### src/rtl/ram_port_arbiter.sv
// Two-requester arbiter for the single external RAM port: round-robin between
// instruction fetch and operand access, with a programmable strobe width.
module ram_port_arbiter #(
  parameter int AW       = 8,
  parameter int DW       = 8,
  parameter int WAIT_CYC = 1
) (
  input  logic          clk,
  input  logic          rst,
  input  logic          run,
  input  logic          f_req,
  input  logic [AW-1:0] f_addr,
  output logic          f_gnt,
  output logic          f_done,
  output logic [DW-1:0] f_rdata,
  input  logic          d_req,
  input  logic          d_we,
  input  logic [AW-1:0] d_addr,
  input  logic [DW-1:0] d_wdata,
  output logic          d_gnt,
  output logic          d_done,
  output logic [DW-1:0] d_rdata,
  output logic [AW-1:0] ram_addr,
  output logic [DW-1:0] ram_wdata,
  output logic          ram_oe,
  input  logic [DW-1:0] ram_rdata,
  output logic          wram,
  output logic          rram,
  output logic          busy
);

  generate
    if (WAIT_CYC < 1 || WAIT_CYC > 15) begin : g_bad_wait_cyc
      $error("ram_port_arbiter: WAIT_CYC must be in 1..15");
    end
  endgenerate

  localparam logic [3:0] CNT_INIT = 4'(WAIT_CYC - 1);

  typedef enum logic [1:0] {IDLE, ACCESS, DONE} state_t;

  state_t     state, state_nxt;
  logic [3:0] cnt;
  logic       owner;       // 1 = data side, 0 = fetch side
  logic       last_owner;
  logic       we;
  logic       pick;
  logic       grant;

  always_comb begin
    state_nxt = state;
    grant     = 1'b0;
    // A lone requester wins outright; on a tie the side that did not go last wins.
    pick      = (f_req && d_req) ? ~last_owner : d_req;
    wram      = 1'b1;
    rram      = 1'b1;
    ram_oe    = 1'b0;
    busy      = (state != IDLE);
    f_gnt     = (state != IDLE) && !owner;
    d_gnt     = (state != IDLE) && owner;
    f_done    = 1'b0;
    d_done    = 1'b0;
    case (state)
      IDLE: begin
        if (run && (f_req || d_req)) begin
          grant     = 1'b1;
          state_nxt = ACCESS;
        end
      end
      ACCESS: begin
        wram   = ~we;
        rram   = we;
        ram_oe = we;
        if (cnt == 4'd0) state_nxt = DONE;
      end
      DONE: begin
        f_done    = !owner;
        d_done    = owner;
        state_nxt = IDLE;
      end
      default: state_nxt = IDLE;
    endcase
  end

  always_ff @(posedge clk) begin
    if (!rst) begin
      state      <= IDLE;
      cnt        <= 4'd0;
      owner      <= 1'b0;
      last_owner <= 1'b1;
      we         <= 1'b0;
      ram_addr   <= '0;
      ram_wdata  <= '0;
      f_rdata    <= '0;
      d_rdata    <= '0;
    end else begin
      state <= state_nxt;
      if (grant) begin
        owner      <= pick;
        last_owner <= pick;
        cnt        <= CNT_INIT;
        we         <= pick & d_we;
        ram_addr   <= pick ? d_addr : f_addr;
        if (pick) ram_wdata <= d_wdata;
      end else if (state == ACCESS) begin
        if (cnt != 4'd0) begin
          cnt <= cnt - 4'd1;
        end else if (!we) begin
          // Read data is captured on the edge that ends the strobe.
          if (owner) d_rdata <= ram_rdata;
          else       f_rdata <= ram_rdata;
        end
      end
    end
  end

endmodule

### config.mk
export PLATFORM = sky130hd
export DESIGN_NAME = ram_port_arbiter
export DESIGN_NICKNAME = d
export VERILOG_FILES = /design/src/rtl/ram_port_arbiter.sv
export SDC_FILE = /design/constraint.sdc
export NUM_CORES = 1
export LEC_CHECK = 0
export ABC_CLOCK_PERIOD_IN_PS = 2330
export CORE_ASPECT_RATIO = 2
export CORE_MARGIN = 1.5
export CORE_UTILIZATION = 30
export CTS_BUF_LIST = sky130_fd_sc_hd__clkbuf_8
export CTS_CLUSTER_SIZE = 20
export DETAILED_ROUTE_END_ITERATION = 6
export GPL_ROUTABILITY_DRIVEN = 0
export HOLD_SLACK_MARGIN = 0.12
export PLACE_DENSITY = 0.58
export SLEW_MARGIN = 20
export SYNTH_ARGS = -nofsm -noshare
export SYNTH_HDL_FRONTEND = slang
export SYNTH_SLANG_ARGS = --single-unit
### constraint.sdc
create_clock -name clk -period 2.33 [get_ports clk]
set_input_delay 0.233 -clock clk [delete_from_list [all_inputs] [get_ports clk]]
set_output_delay 0.233 -clock clk [all_outputs]
set_load 0.02 [all_outputs]
### The metal 1 layer

Supply wires on this layer in grey.
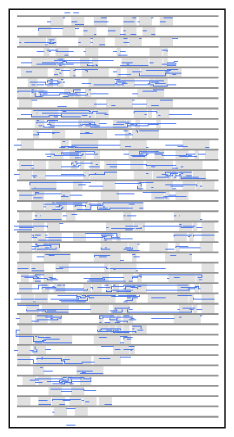
- nets with wire on the layer: 249
- longest straight run: 17.0 um
- share of all routed wire: 39%
- main direction: horizontal
- wire length on this layer: 1690 um
final WL: 4.29 mm
met1 Usage GRT: 0.157
Via Count: 1543

### Clock wiring as the flow saved it

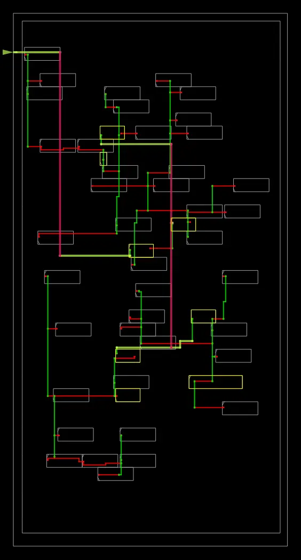
clk latency late pin: 290 ps
CLK BUF: 6
clock skew: 7.95 ps
flop count: 41

### Clock wires, drivers and flops

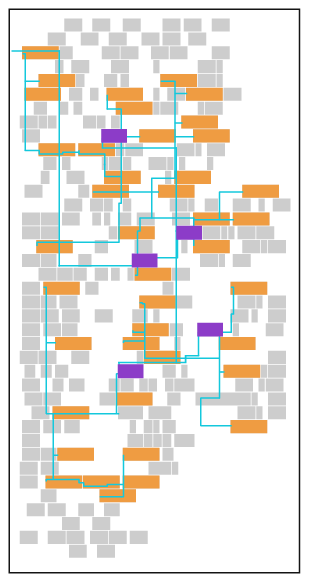
- orange: flip-flops (count 41)
- cyan: clock wires (length 531 um)
- purple: clock drivers (count 5)
- routed clock nets: 6

### Cells coloured by class

Scale bar: 20 um.
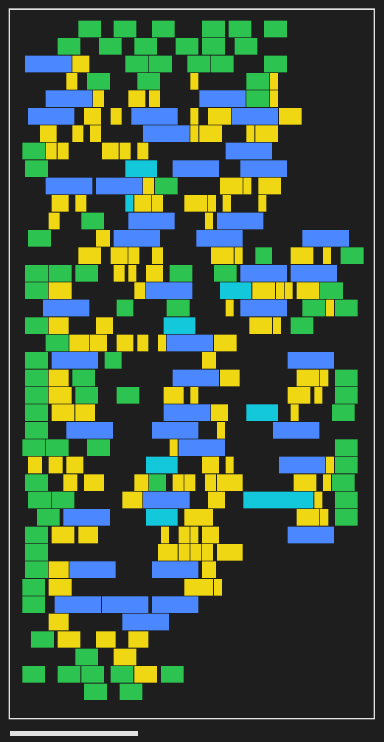
- blue: flops (cells 41)
- green: other buffers and delay cells (cells 81)
- cyan: clock drivers and dummy loads (cells 8)
- yellow: combinational and other logic (cells 128)

==> metrics.yaml <==
status:
  run_status: "completed"
die:
  chipArea_um2: 6260
  die_w_um: 56.7
  fp-utilization: 0.306
  core-area_um2: 5660
  io_pins: 78
  dieHeight_um: 110
  fp-row-count: 39
cts:
  cts_resized: 0
  cts_buffers: 5
  clk_path_buf_depth: 2
  postCtsHoldBufs: 0
  cts_tree: "built"
  cts_setup_buffers: 0
  clk_pin_slew_ps: 70
  htree_levels: 2
  clock-sinks: 41
  cts_root_buffer: "clkbuf_8"
timing:
  max-slew-margin-rel: 0.571
  grt_setup_unrepaired: "false"
  hold_slack_ps: 456
  tns_ps: 0
  post-route-worst-setup-slack_ps: 274
  drv_slew: 0
  fin_crit_sh: 0.882
  finalSetupViolations: 0
  hold_viol: 0
  fmax_ghz: 0.486
route:
  post_drt_via_cell_ratio: 4.84
  wl_per_cell_um: 13.4
  wl_met2_mm: 2.24
  post-route-drc-count: 0
  met1_length_mm: 1.69
  wl_met3_um: 278
  drtPass1Iterations: 4
  ant_nets: 0
  top_layer_used: "met4"
  drtIter0Drc: 63
final_layout:
  stdcell_count: 319
  ff_latch_area_um2: 821
  diodes: 0
  comb_area_um2: 841
  fillers: 572
  stdcell_area_um2: 2670
  drive_above_1_share: 0.0620
  fin_nets: 296
  lay_top_cells: "clkdlybuf4s50_1, dfxtp_1, nand2_1, mux2i_1, o21ai_0"
  final_common_cell: "clkdlybuf4s50_1"
  syn2layout_area_growth_pct: 54.5
grt:
  grt_max_degree: 22
  grt_usage: 0.144
  grtUsageMet2: 0.250
  use_met3: 0.0386
  grt_pass1_wl_mm: 7.04
  top_usage_layer: "met2"
  antenna_found_initial: 0
worst_setup_path:
  crit_path_cell_trace: "or2b_1, nor2_1, clkdlybuf4s50_1"
  critPathRequiredTime_ps: 2100
  arrival_ps: 1820
  cpPeakStageDelay_ps: 620
  path_class: "reg2out"
  cp_max_fo: 8
  cp_slowest_cell: "clkdlybuf4s50_1"
synth:
  synth-edff-count: 0
  synth_cell_types: 35
  yosysMostFrequentCell: "dfxtp_1"
  yosys-stat-area_um2: 1730
  ys_cells: 180
  ys.flops: 41
  synth_nets: 219
  synth_top_area_share: 0.474
  syn_area_um2: 1730
  postSynthSeqShare: 0.474
  async_reset_ff_frac: 0
  top_area_cell: "dfxtp_1"
  synth_warnings: 0
  flop_cell: "dfxtp_1"
  synth_area_per_cell_um2: 9.61
job:
  warnings: 26
worst_hold_path:
  hold_class: "reg2reg"
power:
  ir_drop_v: 0.000445
  p_leak_nw: 1.10
place:
  place_ws_ps: 461
  placed_cell_area_um2: 2560
  hpwl_mm: 3.19
  dp_cells: 311
[cell families (layout without fill, tap and decap cells)]
group           Yosys count  count (layout)  synth area share
mux                      25              25             0.145
buf+inv                  16              94            0.0398
flops                    41              41             0.474
compound gates           38              38             0.151
simple gates             59              59             0.183
fa+ha+maj                 1               1           0.00723
[worst max-delay path, delay by kind of cell (launching register included)]
kind | cells | cell delay [ps]
buffers and inverters | 1 | 620
and+or+nand+nor | 2 | 460
DFF | 1 | 450
[final cells by class]
| type | instances | share of cell area |
|---|---|---|
| Clock buffer | 6 | 0.0309 |
| Timing Repair Buffer | 81 | 0.299 |
| Multi-Input combinational cell | 123 | 0.314 |
| Tap cell | 61 | 0.0285 |
| Clock inverter | 2 | 0.0126 |
| Inverter | 5 | 0.00702 |
| Sequential cell | 41 | 0.307 |
[power by group]
part           switching (mW)  internal [mW]
clock network           0.239          0.345
registers              0.0185          0.728
logic                   0.121          0.147
total                   0.379           1.22
[state kept, by name, summed over array words and instances, names as in the netlist]
| register | count |
|---|---|
| d_rdata | 8 |
| ram_wdata | 8 |
| state | 2 |
| last_owner | 1 |
| cnt | 4 |
| owner | 1 |
| f_rdata | 8 |
| we | 1 |
| ram_addr | 8 |
[path summary, 6_finish.rpt]
path                            slack, ps                     from                      end  cells after the start
worst min register to register        460  d_rdata[4]$_SDFFE_PN0P_  d_rdata[4]$_SDFFE_PN0P_                      2
worst max register to register        510      cnt[0]$_SDFFE_PP0P_  f_rdata[3]$_SDFFE_PN0P_                      5
worst max-delay path                  270    state[0]$_SDFFE_PN0P_                   ram_oe                      3
worst min-delay path                  460  d_rdata[4]$_SDFFE_PN0P_  d_rdata[4]$_SDFFE_PN0P_                      2
No activity file was given, so power comes from the tool's default toggle rates.
